--- config.mk ---
export PLATFORM = sky130hd
export DESIGN_NAME = query_row_reader
export DESIGN_NICKNAME = d
export VERILOG_FILES = /design/src/rtl/query_row_reader.sv
export SDC_FILE = /design/constraint.sdc
export NUM_CORES = 1
export LEC_CHECK = 0
export CAP_MARGIN = 30
export CORE_UTILIZATION = 49
export DETAILED_ROUTE_END_ITERATION = 12
export PLACE_DENSITY = 0.79
export SLEW_MARGIN = 10
export SYNTH_ARGS = -nofsm -noshare
export SYNTH_HDL_FRONTEND = slang
export SYNTH_SLANG_ARGS = --single-unit
--- constraint.sdc ---
create_clock -name clk -period 3.05 [get_ports clk]
set_clock_uncertainty 0.1 [all_clocks]
set_input_delay 0.61 -clock clk [delete_from_list [all_inputs] [get_ports clk]]
set_output_delay 0.61 -clock clk [all_outputs]
set_load 0.02 [all_outputs]
--- src/rtl/query_row_reader.sv ---
// Streams a burst of words out of a synchronous-read RAM into a 2-entry output FIFO.
// Reads are throttled so buffered plus in-flight words never exceed the FIFO depth.
module query_row_reader #(
  parameter int DATA_WIDTH = 55,
  parameter int ADDR_WIDTH = 7,
  parameter int DEPTH      = 128
) (
  input  logic                  clk,
  input  logic                  rst_n,
  input  logic                  start,
  input  logic [ADDR_WIDTH-1:0] start_adr,
  input  logic [ADDR_WIDTH:0]   num_patches,
  output logic                  ren,
  output logic [ADDR_WIDTH-1:0] radr,
  input  logic [DATA_WIDTH-1:0] rdata,
  output logic                  out_valid,
  input  logic                  out_ready,
  output logic [DATA_WIDTH-1:0] out_data,
  output logic                  busy,
  output logic                  done
);

  typedef enum logic [1:0] {IDLE, ISSUE, DRAIN, DONE} state_t;

  localparam logic [ADDR_WIDTH:0] DEPTH_C = (ADDR_WIDTH+1)'(DEPTH);

  state_t                state, state_nxt;
  logic [ADDR_WIDTH:0]   remaining;
  logic                  inflight;
  logic [DATA_WIDTH-1:0] fifo_mem [2];
  logic                  wr_ptr, rd_ptr;
  logic [1:0]            fifo_cnt;
  logic                  push, pop;
  logic [2:0]            occ;

  assign push      = inflight;
  assign out_valid = (fifo_cnt != 2'd0);
  assign out_data  = fifo_mem[rd_ptr];
  assign pop       = out_valid & out_ready;
  // Slots that will be taken once this edge retires; a new read may only claim a free one.
  assign occ       = {1'b0, fifo_cnt} + {2'b0, inflight} - {2'b0, pop};

  always_ff @(posedge clk or negedge rst_n) begin
    if (!rst_n) state <= IDLE;
    else        state <= state_nxt;
  end

  always_comb begin
    state_nxt = state;
    ren       = 1'b0;
    case (state)
      IDLE: begin
        if (start) state_nxt = (num_patches == '0) ? DONE : ISSUE;
      end
      ISSUE: begin
        if (occ < 3'd2) begin
          ren = 1'b1;
          if (remaining == (ADDR_WIDTH+1)'(1)) state_nxt = DRAIN;
        end
      end
      DRAIN: begin
        // Finish on the edge that pops the last word, so done follows it by one cycle.
        if (!inflight && (fifo_cnt - {1'b0, pop}) == 2'd0) state_nxt = DONE;
      end
      DONE:    state_nxt = IDLE;
      default: state_nxt = IDLE;
    endcase
  end

  assign busy = (state == ISSUE) || (state == DRAIN);
  assign done = (state == DONE);

  always_ff @(posedge clk or negedge rst_n) begin
    if (!rst_n) begin
      radr        <= '0;
      remaining   <= '0;
      inflight    <= 1'b0;
      fifo_mem[0] <= '0;
      fifo_mem[1] <= '0;
      wr_ptr      <= 1'b0;
      rd_ptr      <= 1'b0;
      fifo_cnt    <= 2'd0;
    end else begin
      if (state == IDLE && start && num_patches != '0) begin
        radr      <= start_adr;
        remaining <= (num_patches > DEPTH_C) ? DEPTH_C : num_patches;
      end else if (ren) begin
        radr      <= radr + ADDR_WIDTH'(1);
        remaining <= remaining - (ADDR_WIDTH+1)'(1);
      end
      inflight <= ren;
      if (push) begin
        fifo_mem[wr_ptr] <= rdata;
        wr_ptr           <= ~wr_ptr;
      end
      if (pop) rd_ptr <= ~rd_ptr;
      fifo_cnt <= fifo_cnt + {1'b0, push} - {1'b0, pop};
    end
  end

endmodule

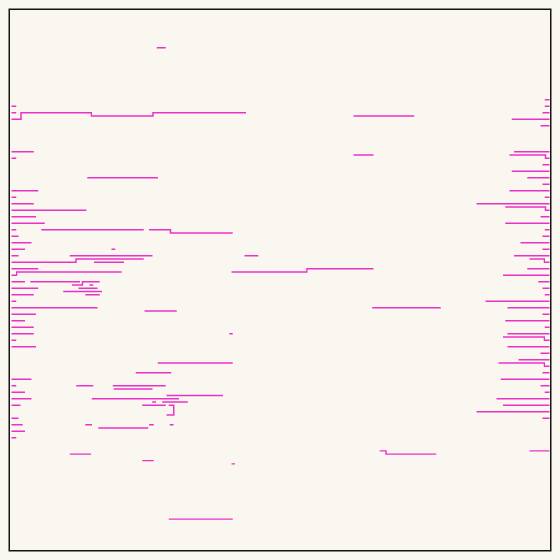
(images/met3.png)
- share of all routed wire: 5.9%
- wire length on this layer: 800 um
- nets with wire on the layer: 105

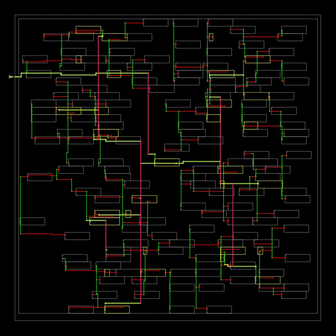
(images/final_clocks.png)
flip-flops: 132
Sink Count: 132

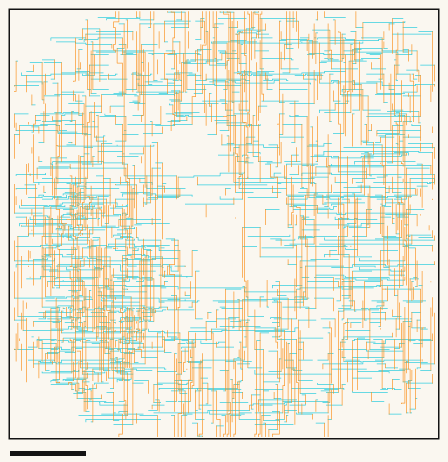
(images/metal_stack.png)
The bar under the picture is 20 um long. Only two layers are drawn.
- orange: met2 (wire length 6700 um)
- cyan: met1 (wire length 5710 um)
drt wl/cell: 17.7 um
Routed WL: 13.5 mm
via count: 4149
All-Layer GR Usage: 0.224

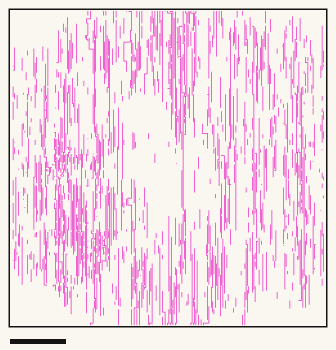
(images/met2.png)
The bar under the picture is 20 um long.
- share of all routed wire: 50%
- wire length on this layer: 6700 um
- nets with wire on the layer: 643
GRT met2 Usage: 0.381

==> impl_metrics.env <==
# yosys + openroad results
export IMPL_grt_pass1_wl_mm=21.9
export IMPL_post_synth_cell_area_avg_um2=13.9
export IMPL_warnings=32
export IMPL_htreeDepth=4
export IMPL_die_y_um=113
export IMPL_finalSetupViolCount=0
export IMPL_top_layer="met4"
export IMPL_die_area_um2=12800
export IMPL_vias_per_cell=5.44
export IMPL_cts_buffer_depth=2
export IMPL_min_period_over_period=0.979
export IMPL_ir_worst_vdd_mv=0.696
export IMPL_die_x_um=113
export IMPL_drtAntennaViolNets=0
export IMPL_path_clk_slew_ns=0.05
export IMPL_routed_wl_met2_mm=6.70
export IMPL_final_hold_viol_count=0
export IMPL_critical_path_top_delay_family="buffers and inverters"
export IMPL_power_density_nw_per_um2=1200
export IMPL_fin_util=0.701
export IMPL_grt_pass1_vias=4425
export IMPL_whs_ns=0.131
export IMPL_drv_slew=0
export IMPL_critPathCaptureType="register"
export IMPL_drv_cap=0
export IMPL_worstMarginPinSlew_ns=0.670
export IMPL_place_congestion=0.939
export IMPL_layout_top_cell="mux2_2"
export IMPL_fin_cells=762
export IMPL_nets=689
export IMPL_status="complete, no violations"
export IMPL_synth_seq_share=0.548
export IMPL_postPlaceCellArea_um2=7750
export IMPL_p_leak_uw=0.00354
export IMPL_period_minus_slack_ns=2.99
export IMPL_hp_class="in2async"
export IMPL_worstSetupPathType="in2reg"
## logic make-up (layout without fill, tap and decap cells)
logic type                 count (synthesis)  after routing  share of synthesized area
muxes                                    167            167                      0.311
and+or+nand+nor                           56             56                     0.0527
buffers and inverters                     28            210                     0.0174
AOI/OAI and AO/OA                         25             25                     0.0266
adders and majority gates                 11             11                     0.0241
DFF                                      132            132                      0.548
xor gates and xnor gates                  14             14                     0.0203
## layout make-up
| class | count | area, um2 | area share |
|---|---|---|---|
| tap | 147 | 184 | 0.0218 |
| timing repair buffer | 172 | 1700 | 0.201 |
| clock inverter | 5 | 50.0 | 0.00594 |
| multi-input combinational | 273 | 2660 | 0.316 |
| clock buffer | 25 | 495 | 0.0588 |
| inverter | 8 | 30.0 | 0.00357 |
| sequential | 132 | 3300 | 0.392 |
## power breakdown
group          leakage, uW  switching [uW]  internal [uW]  total [uW]
Clock             0.000273             698           1190        1890
Combinational      0.00169            2220           2830        5050
Sequential         0.00158             517           2630        3150
Total              0.00354            3440           6650       10100
## registers in the layout, summed over array words and instances, names as in the netlist
name	flops
remaining	8
inflight	1
fifo_mem	110
fifo_cnt	2
radr	7
wr_ptr	1
state	2
rd_ptr	1
## per-stage QoR
| step | setup slack, ns | power (uW) |
|---|---|---|
| after floorplan | 0.183 | 5960 |
| after global placement | -0.499 | 7840 |
| after detailed placement | -0.604 | 8020 |
| after CTS | 0.0872 | 10100 |
| after global routing | -0.00296 | 10600 |
| final | 0.0644 | 10100 |
## synthesized netlist by cell type
cell	count	area (um2)
mux2_2	165	1860
dfrtp_1	132	3300
clkbuf_1	20	75.1
o21ai_0	14	70.1
nand2_1	12	45.0
ha_1	10	125
inv_1	8	30.0
nand3b_1	8	60.1
nand3_1	7	35.0
xnor2_1	7	61.3
xor2_1	7	61.3
nor2_1	6	22.5
nor3_1	4	20.0
nand2b_1	3	18.8
nand4_1	3	18.8
o211ai_1	3	22.5
or4_1	3	22.5
a21oi_1	2	10.0
mux2i_1	2	20.0
nor2b_1	2	12.5
a22oi_1	1	7.51
a2bb2oi_1	1	8.76
a31oi_1	1	6.26
a32oi_1	1	8.76
and3_1	1	6.26
fa_1	1	20.0
nand4b_1	1	8.76
nor4_1	1	6.26
nor4b_1	1	8.76
o211a_4	1	17.5
o41ai_1	1	8.76
or2_2	1	6.26
or3_1	1	6.26
or3b_2	1	8.76
or4_4	1	11.3
## metal layers
metal | global-route usage | vias up
met5 | 0 | -
met4 | 0.0947 | 0
met3 | 0.0541 | 28
met2 | 0.381 | 150
met1 | 0.272 | 2070
li1 | - | 1901
## path summary, 6_finish.rpt
kind	start	to	slack [ns]	cells after the start
worst max register to register	fifo_cnt[0]$_DFF_PN0_	remaining[7]$_DFFE_PN0P_	0.07	16
max in group asynchronous	rst_n	fifo_mem[13]$_DFFE_PN0P_	1.96	2
worst min register to register	fifo_mem[36]$_DFFE_PN0P_	fifo_mem[36]$_DFFE_PN0P_	0.40	1
worst max-delay path	out_ready	remaining[7]$_DFFE_PN0P_	0.06	16
min in group clk	fifo_mem[36]$_DFFE_PN0P_	fifo_mem[36]$_DFFE_PN0P_	0.40	1
worst min-delay path	rst_n	fifo_mem[7]$_DFFE_PN0P_	0.13	1
Power and IR drop assume default switching activity.
